==> run_1/floorplan.png <==
Pins as bars on the die edge.
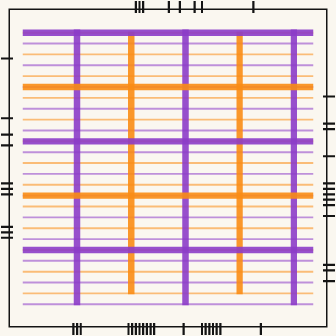
==> run_1/class_map.png <==
The bar under the picture is 20 µm long.
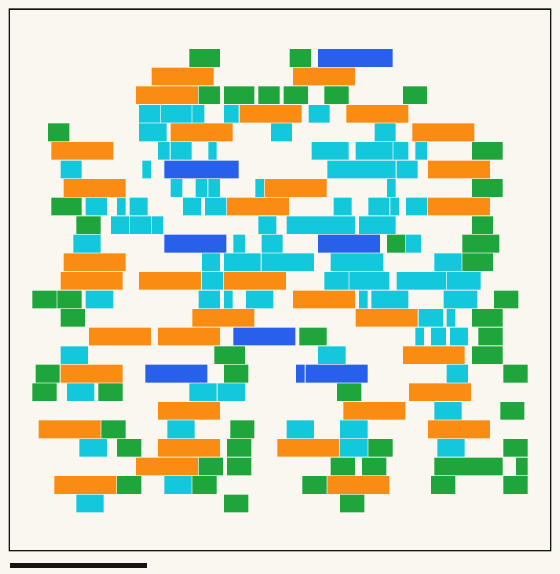
==> run_1/clock_wires.png <==
The bar under the picture is 20 µm long.
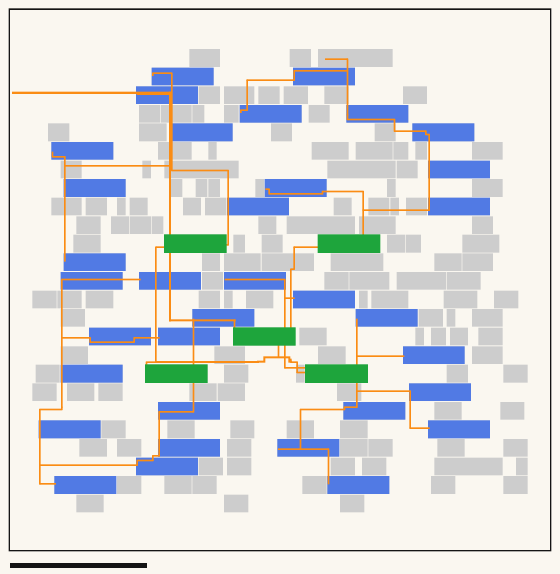
==> run_1/layers.png <==
Two of the layers only.
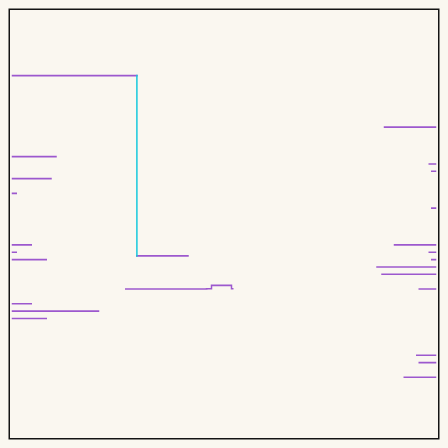
File: src/rtl/demux_dispatch.sv
// Registered 1-to-N demultiplexer: steers one producer word into a single-entry
// holding register per output slot (or all slots on broadcast), each drained independently.
module demux_dispatch #(
  parameter int switch_bits = 1,
  parameter int data_width  = 8
) (
  input  logic                                   clk,
  input  logic                                   rst,
  input  logic                                   in_valid,
  output logic                                   in_ready,
  input  logic [switch_bits-1:0]                 in_sel,
  input  logic                                   in_bcast,
  input  logic [data_width-1:0]                  data_IN,
  output logic [(1<<switch_bits)-1:0]            out_valid,
  input  logic [(1<<switch_bits)-1:0]            out_ready,
  output logic [(1<<switch_bits)*data_width-1:0] data_OUT,
  output logic [15:0]                            count_OUT
);

  localparam int N = 1 << switch_bits;

  logic [N-1:0]          valid_q, valid_d;
  logic [N-1:0]          free;
  logic [N-1:0]          load;
  logic [data_width-1:0] data_q [N];
  logic [15:0]           count_q, count_d;
  logic                  xfer;

  // A slot popped this cycle counts as free, so a full slot with a ready
  // consumer still accepts a new word at full throughput.
  always_comb begin
    free     = ~valid_q | out_ready;
    in_ready = in_bcast ? &free : free[in_sel];
    xfer     = in_valid & in_ready;
  end

  always_comb begin
    // NOTE: every signal driven here gets a default before any branch, so no latch is inferred.
    load    = '0;
    count_d = count_q;
    if (xfer) begin
      count_d = count_q + 16'd1;
      for (int k = 0; k < N; k++) begin
        if (in_bcast || (int'(in_sel) == k)) load[k] = 1'b1;
      end
    end
    valid_d = (valid_q & ~out_ready) | load;
  end

  // NOTE: state updates use non-blocking assignments so every register samples pre-edge values.
  // NOTE: the data registers are reset as well, because data_OUT must read zero during reset.
  always_ff @(posedge clk or negedge rst) begin
    if (!rst) begin
      valid_q <= '0;
      count_q <= '0;
      for (int k = 0; k < N; k++) data_q[k] <= '0;
    end else begin
      valid_q <= valid_d;
      count_q <= count_d;
      for (int k = 0; k < N; k++) begin
        if (load[k]) data_q[k] <= data_IN;
      end
    end
  end

  for (genvar k = 0; k < N; k++) begin : g_out
    assign data_OUT[k*data_width +: data_width] = data_q[k];
  end

  assign out_valid = valid_q;
  assign count_OUT = count_q;

endmodule
File: config.mk
export PLATFORM = sky130hd
export DESIGN_NAME = demux_dispatch
export DESIGN_NICKNAME = d
export VERILOG_FILES = /design/src/rtl/demux_dispatch.sv
export SDC_FILE = /design/constraint.sdc
export NUM_CORES = 1
export LEC_CHECK = 0
export CORE_MARGIN = 3
export CORE_UTILIZATION = 30
export CTS_BUF_LIST = sky130_fd_sc_hd__clkbuf_16
export CTS_CLUSTER_SIZE = 40
export DETAILED_ROUTE_END_ITERATION = 10
export GPL_TIMING_DRIVEN = 0
export PLACE_DENSITY_LB_ADDON = 0.05
export SLEW_MARGIN = 40
export SYNTH_ARGS = -nofsm -noshare
export SYNTH_HDL_FRONTEND = slang
export SYNTH_SLANG_ARGS = --single-unit
File: constraint.sdc
create_clock -name clk -period 2.1 [get_ports clk]
set_clock_uncertainty 0.15 [all_clocks]
set_input_delay 0.42 -clock clk [delete_from_list [all_inputs] [get_ports clk]]
set_output_delay 0.42 -clock clk [all_outputs]
set_load 0.05 [all_outputs]
==> results.ini, run 1 <==
[final_layout]
instances_no_fill=241
lay_top_count=dfrtp_1
nNonClkBuffers=52
nClkBuffers=5
logic_gates=77
synthToLayoutAreaGrowth_pct=53.0
fin_util=0.497
largest_class=flip-flops and latches
seq_cells=34
nets=189
seqCellArea_um2=851
inv_count=3
clockNetworkAreaShare=0.0770

[min_path]
timing.hold.worst.start=count_OUT[15]
min_path_cells=1

[yosys]
syn-cell-area_um2=1600
synthSimpleGateAreaFrac=0.110
ys_sh_adder=0.00780
ys_chip_area_um2=1600
mux_share=0.119
netlist.area_leader.share=0.530
syn-num-nets=132
edf_count=0
ys.flop_type=dfrtp_1
syn-mean-instance-area_um2=13.8
logic_family=AND-OR/OR-AND gates

[worst_setup_path]
cp_top_family=buffers and inverters
cp-end-kind=output port
startpoint_type=flip-flop
crit_chain=clkdlybuf4s50_1
crit_cells=1
cp.required_ns=1.53
r2r_setup_slack_ns=0.40
critPathCapture=count_OUT[8]
startpoint=count_OUT[8]
path_class=flip-flop to output port
worstPathMaxFanout=3

[timing]
maxSlewViolCount=0
finalCriticalPeriod_ns=2.04
setup_ws_ns=0.0571
rsz0062_at_grt=no
finalSetupTns_ns=0

[power]
pwr_density_cell_nw_per_um2=1370
pg_clk_mw=0.935
vdd_drop_max_mv=0.739
p_sw_frac=0.411
p_comb_frac=0.420
total_power_mw=3.36

[global_routing]
top_usage_layer=met2
met2_usage=0.200
grt_max_degree=20
use_met3=0.0431
overflow=0
first_global_vias=1196

[placement]
dp_hpwl_mm=2.62
portBuffers=48
dpl_cell_area_um2=2190
dp_worst_setup_slack_ns=-0.778
gp_congestion=0.720

[clock_tree]
cts_sinks=34
cts_buffer_depth=2
postCtsHoldBufs=1
clock_latency_ns=0.27

[drt]
drt_iter0_markers=42
met2_length_mm=1.77
dr.pass1.iters=4

[job]
max_cap_viol_count=0

[floorplanning]
rows=25
io_pins=50
tap_cells=67

[status]
status=complete, no violations

About floorplan.png:
VSS -> purple
VDD -> orange
met4 straps = 5
met5 straps = 5

About class_map.png:
registers -> orange  # cells 34, share of their area 36%
remaining logic cells -> cyan  # cells 80, share of their area 33%
remaining buffers and delay cells -> green  # cells 52, share of their area 23%
clock drivers and dummy loads -> blue  # cells 8, share of their area 8.0%

About clock_wires.png:
clock-net drivers -> green  # count 5
clock wires -> orange  # length 502 µm
flip-flops -> blue  # count 34
flops lie = widely spread
routed clock nets = 6

About layers.png:
M3 -> purple  # wire length 163 µm
M4 -> cyan  # wire length 33.3 µm
via count: 1136
drt wl/cell: 14.8 µm
gr usage total: 0.125
WL final: 3.56 mm

==> run_1/clock_nets.png <==
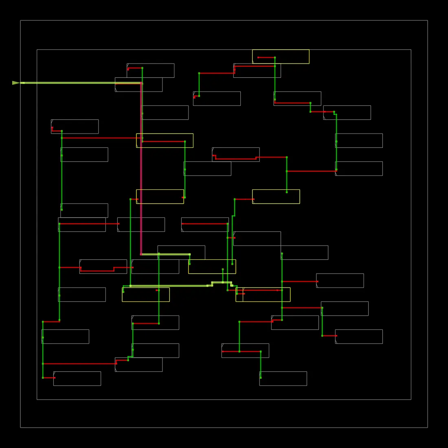

--- run 2 (diff from run 1) ---
--- a/config.mk
+++ b/config.mk
@@ -5,7 +5,7 @@
 export SDC_FILE = /design/constraint.sdc
 export NUM_CORES = 1
 export LEC_CHECK = 0
-export CORE_MARGIN = 3
+export CORE_MARGIN = 1
 export CORE_UTILIZATION = 30
 export CTS_BUF_LIST = sky130_fd_sc_hd__clkbuf_16
 export CTS_CLUSTER_SIZE = 40
==> constraint.sdc (replaced) <==
create_clock -name clk -period 2.1 [get_ports clk]
set_clock_uncertainty 0.15 [all_clocks]
set_input_delay 0.525 -clock clk [delete_from_list [all_inputs] [get_ports clk]]
set_output_delay 0.525 -clock clk [all_outputs]
set_load 0.05 [all_outputs]
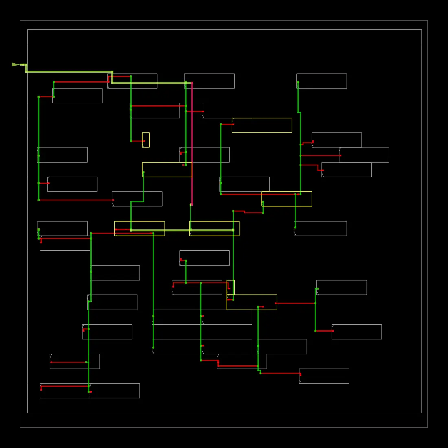
(run_2/clock_nets.png)
worst skew pair latency: 0.27 ns
layout clock buffer count: 5
CTS buffer count: 5

==> results.ini, run 2 <==
[final_layout]
nets=193
largest_class=flip-flops and latches
synthToLayoutAreaGrowth_pct=52.0
seqCellArea_um2=852
inv_count=3
logic_gates=77
clockNetworkAreaShare=0.0667
seq_cells=34
instances_no_fill=248
nNonClkBuffers=56
lay_top_count=dfrtp_1
fin_util=0.474
final-comb-area_um2=781
drive_gt1_frac=0.309
diodes=0
fin_area_um2=2440

[worst_setup_path]
worstPathMaxFanout=4
startpoint_type=input port
reg2reg_depth=5
critPathCapture=in_ready
path_class=input port to output port
critical_path_buf_inv_count=2
startpoint=out_ready[1]
max_stage_delay_ns=0.25
crit_chain=dlygate4sd2_1 > nand2b_4 > o21ai_4 > nand2_2 > buf_8
cp_top_family=buffers and inverters
r2r-start=out_valid[1]
cp-end-kind=output port
cp.required_ns=1.42
crit_cells=5
r2r_setup_slack_ns=0.36
reg2reg_to=count_OUT[9]

[job]
max_cap_viol_count=0

[placement]
dp_worst_setup_slack_ns=-1.01
portBuffers=48
dp_hpwl_mm=2.52
gp_congestion=0.726
dpl_cell_area_um2=2200

[floorplanning]
fp_util=0.312
tap_cells=70
dieHeight_um=75.1
io_pins=50
core_area_um2=5140
rows=26
die_w_um=75.1

[global_routing]
grt_usage=0.140
antenna_found_initial=0
grt_max_degree=22
met2_usage=0.221
first_global_vias=1175
use_met1=0.185
grt_pass1_wl_mm=5.74
use_met3=0.0428
overflow=0
top_usage_layer=met2

[drt]
met2_length_mm=1.72
highest_layer=met4
drt-wirelength-per-cell_um=14.1
wl_mm=3.50
drt_iter0_markers=50
route.detailed.drc=0
dr.pass1.iters=4
dr_total_vias=1143
wl_met3_um=156
ant_nets=0

[power]
power_switching_mw=1.37
p_comb_frac=0.427
p_sw_frac=0.433
maxPowerGroup=combinational logic
total_power_mw=3.17
vdd_drop_max_mv=0.785
cellInternalPower_mw=1.79
pg_clk_mw=0.803
powerComb_mw=1.35
pwr_density_cell_nw_per_um2=1300

[yosys]
synth.most_common_cell=dfrtp_1
mux_share=0.119
ys_async_sr_fraction=1.00
yosysWarnings=0
synthSimpleGateAreaFrac=0.110
syn-mean-instance-area_um2=13.8
ys.flop_type=dfrtp_1
ys_chip_area_um2=1600
ys_sh_adder=0.00780
edf_count=0
yosys.stat.seqShare=0.530
area_leaders=dfrtp_1, mux2_2, xor2_1
syn-num-nets=132
synth_cell_types=29
netlist.area_leader.share=0.530
syn-cell-area_um2=1600
largest_area_cell=dfrtp_1
ys_ff=34
logic_family=AND-OR/OR-AND gates
ys_cells=116

[clock_tree]
cts_sinks=34
cts_buffer_depth=2
ctsResizeCount=48
postCtsHoldBufs=0
cts-root-buf=clkbuf_16
cts_tree=built
h-tree-depth=2

[timing]
rsz0062_at_grt=no
finalHoldViolCount=0
max_freq_mhz=490
finalCriticalPeriod_ns=2.04
period_used_share=0.971
setup_ws_ns=0.0612
setup_violations=0
maxSlewViolCount=0
finalSetupTns_ns=0

[status]
status=complete, no violations

[min_path]
hp-class=input port to async pin

==> run_2/clock_wires.png <==
The bar under the picture is 20 µm long.
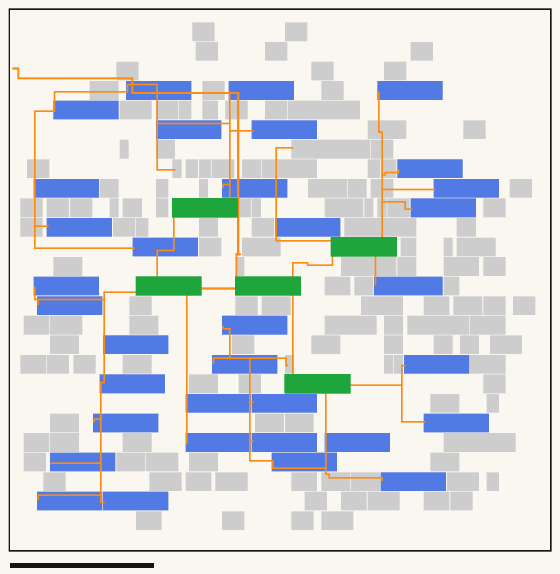

--- run 3 (diff from run 2) ---
--- a/config.mk
+++ b/config.mk
@@ -5,6 +5,7 @@
 export SDC_FILE = /design/constraint.sdc
 export NUM_CORES = 1
 export LEC_CHECK = 0
+export CORE_ASPECT_RATIO = 1.1
 export CORE_MARGIN = 1
 export CORE_UTILIZATION = 30
 export CTS_BUF_LIST = sky130_fd_sc_hd__clkbuf_16
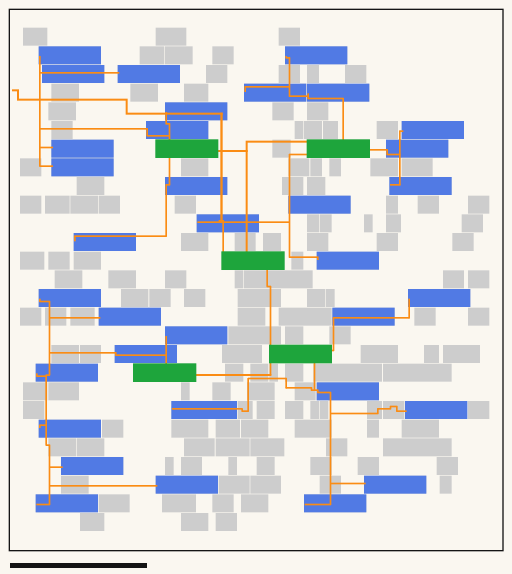
(run_3/clock_wires.png)
The bar under the picture is 20 µm long.
flip-flops -> blue  # count 34
clock-net drivers -> green  # count 5
clock wires -> orange  # length 496 µm
routed clock nets = 6

==> results.ini, run 3 <==
[status]
status=complete, no violations

[yosys]
ys_ff=34
ys_sh_xor=0.0819
compound_area_frac=0.132
ys.flop_type=dfrtp_1
logic_family=AND-OR/OR-AND gates
ys_sh_adder=0.00780
synth_cell_types=29
syn-cell-area_um2=1600
yosysWarnings=0
syn-mean-instance-area_um2=13.8
ys_top_cells_by_count=dfrtp_1, mux2_2, xor2_1
area_leaders=dfrtp_1, mux2_2, xor2_1
netlist.area_leader.share=0.530
syn-num-nets=132
syn_inst=116
edf_count=0
mux_share=0.119
ys_cells=116
largest_area_cell=dfrtp_1
ys_async_sr_fraction=1.00
ys_chip_area_um2=1600
synthSimpleGateAreaFrac=0.110
synth.most_common_cell=dfrtp_1
yosys.stat.seqShare=0.530

[power]
pg_clk_mw=0.666
p_sw_frac=0.456
cellInternalPower_mw=1.66
total_power_mw=3.05
p_comb_frac=0.446
seq_power_share=0.335
clkPwrFrac=0.219
power_switching_mw=1.39
pwr_density_cell_nw_per_um2=1270
leakagePower_nw=1.11
maxPowerGroup=combinational logic
p_seq_mw=1.02
powerComb_mw=1.36
vdd_drop_max_mv=0.536

[min_path]
hp-class=input port to async pin

[worst_setup_path]
cp.required_ns=1.42
max_stage_delay_ns=0.35
reg2reg_depth=4
cp-end-kind=output port
r2r_setup_slack_ns=0.40
startpoint=in_bcast
cp_slowest_cell=dlygate4sd2_1
cp.arrival_ns=1.35
critPathCapture=in_ready
worstPathMaxFanout=4
critical_path_buf_inv_count=2
crit_chain=dlygate4sd2_1 > nor2_4 > o21ai_4 > nand2_2 > buf_8
r2r-start=count_OUT[0]
crit_cells=5
startpoint_type=input port
reg2reg_to=count_OUT[14]
path_class=input port to output port
cp_top_family=buffers and inverters

[timing]
setup_violations=0
finalSetupTns_ns=0
slew_headroom=0.653
maxSlewViolCount=0
finalHoldViolCount=0
rsz0062_at_grt=no
finalCriticalPeriod_ns=2.03
period_used_share=0.964
setup_ws_ns=0.0749
max_freq_mhz=494
tightest_slew_ns=0.523
worst_hold_slack_ns=0.0353

[global_routing]
overflow=0
grt_pass1_wl_mm=6.37
use_met3=0.0470
grt_usage=0.149
met2_usage=0.255
first_global_vias=1275
antenna_found_initial=0
use_met1=0.173
top_usage_layer=met2
grt_max_degree=20

[drt]
wl_mm=3.72
dr.pass1.iters=4
drt-wirelength-per-cell_um=15.8
drt_iter0_markers=23
highest_layer=met4
ant_nets=0
route.detailed.drc=0
met2_length_mm=1.89
dr_total_vias=1168
wl_met3_um=226

[placement]
place_inst=223
dp_worst_setup_slack_ns=-1.01
dp_hpwl_mm=2.60
portBuffers=48
gp_congestion=0.757
dpl_cell_area_um2=2180

[floorplanning]
io_pins=50
die_w_um=71.7
rows=27
fp.dieArea_um2=5640
fp_util=0.317
core_area_um2=5070
dieHeight_um=78.7
tap_cells=58

[final_layout]
instances_no_fill=235
final-comb-area_um2=786
comb-cell-share=0.327
diodes=0
lay_top_count=dfrtp_1
lay_top_cells=dfrtp_1, dlygate4sd2_1, mux2_2, xor2_1, clkdlybuf4s50_1
fin_util=0.474
nets=194
logic_gates=77
seq_share=0.355
fin_area_um2=2400
largest_class=flip-flops and latches
seq_cells=34
inv_count=3
synthToLayoutAreaGrowth_pct=49.7
seqCellArea_um2=852
bufAreaShareNonClock=0.229
drive_gt1_frac=0.311
clockNetworkAreaShare=0.0537
nNonClkBuffers=57
nClkBuffers=5

[clock_tree]
ctsResizeCount=51
clk_pin_slew_worst_paths_ns=0.05
clock_latency_ns=0.27
cts_buffer_depth=2
cts_sinks=34
cts_tree=built
h-tree-depth=2
cts-root-buf=clkbuf_16
postCtsHoldBufs=0
cts_setup_buffers=5
numCtsBuffers=5

[job]
max_cap_viol_count=0
warnings=27

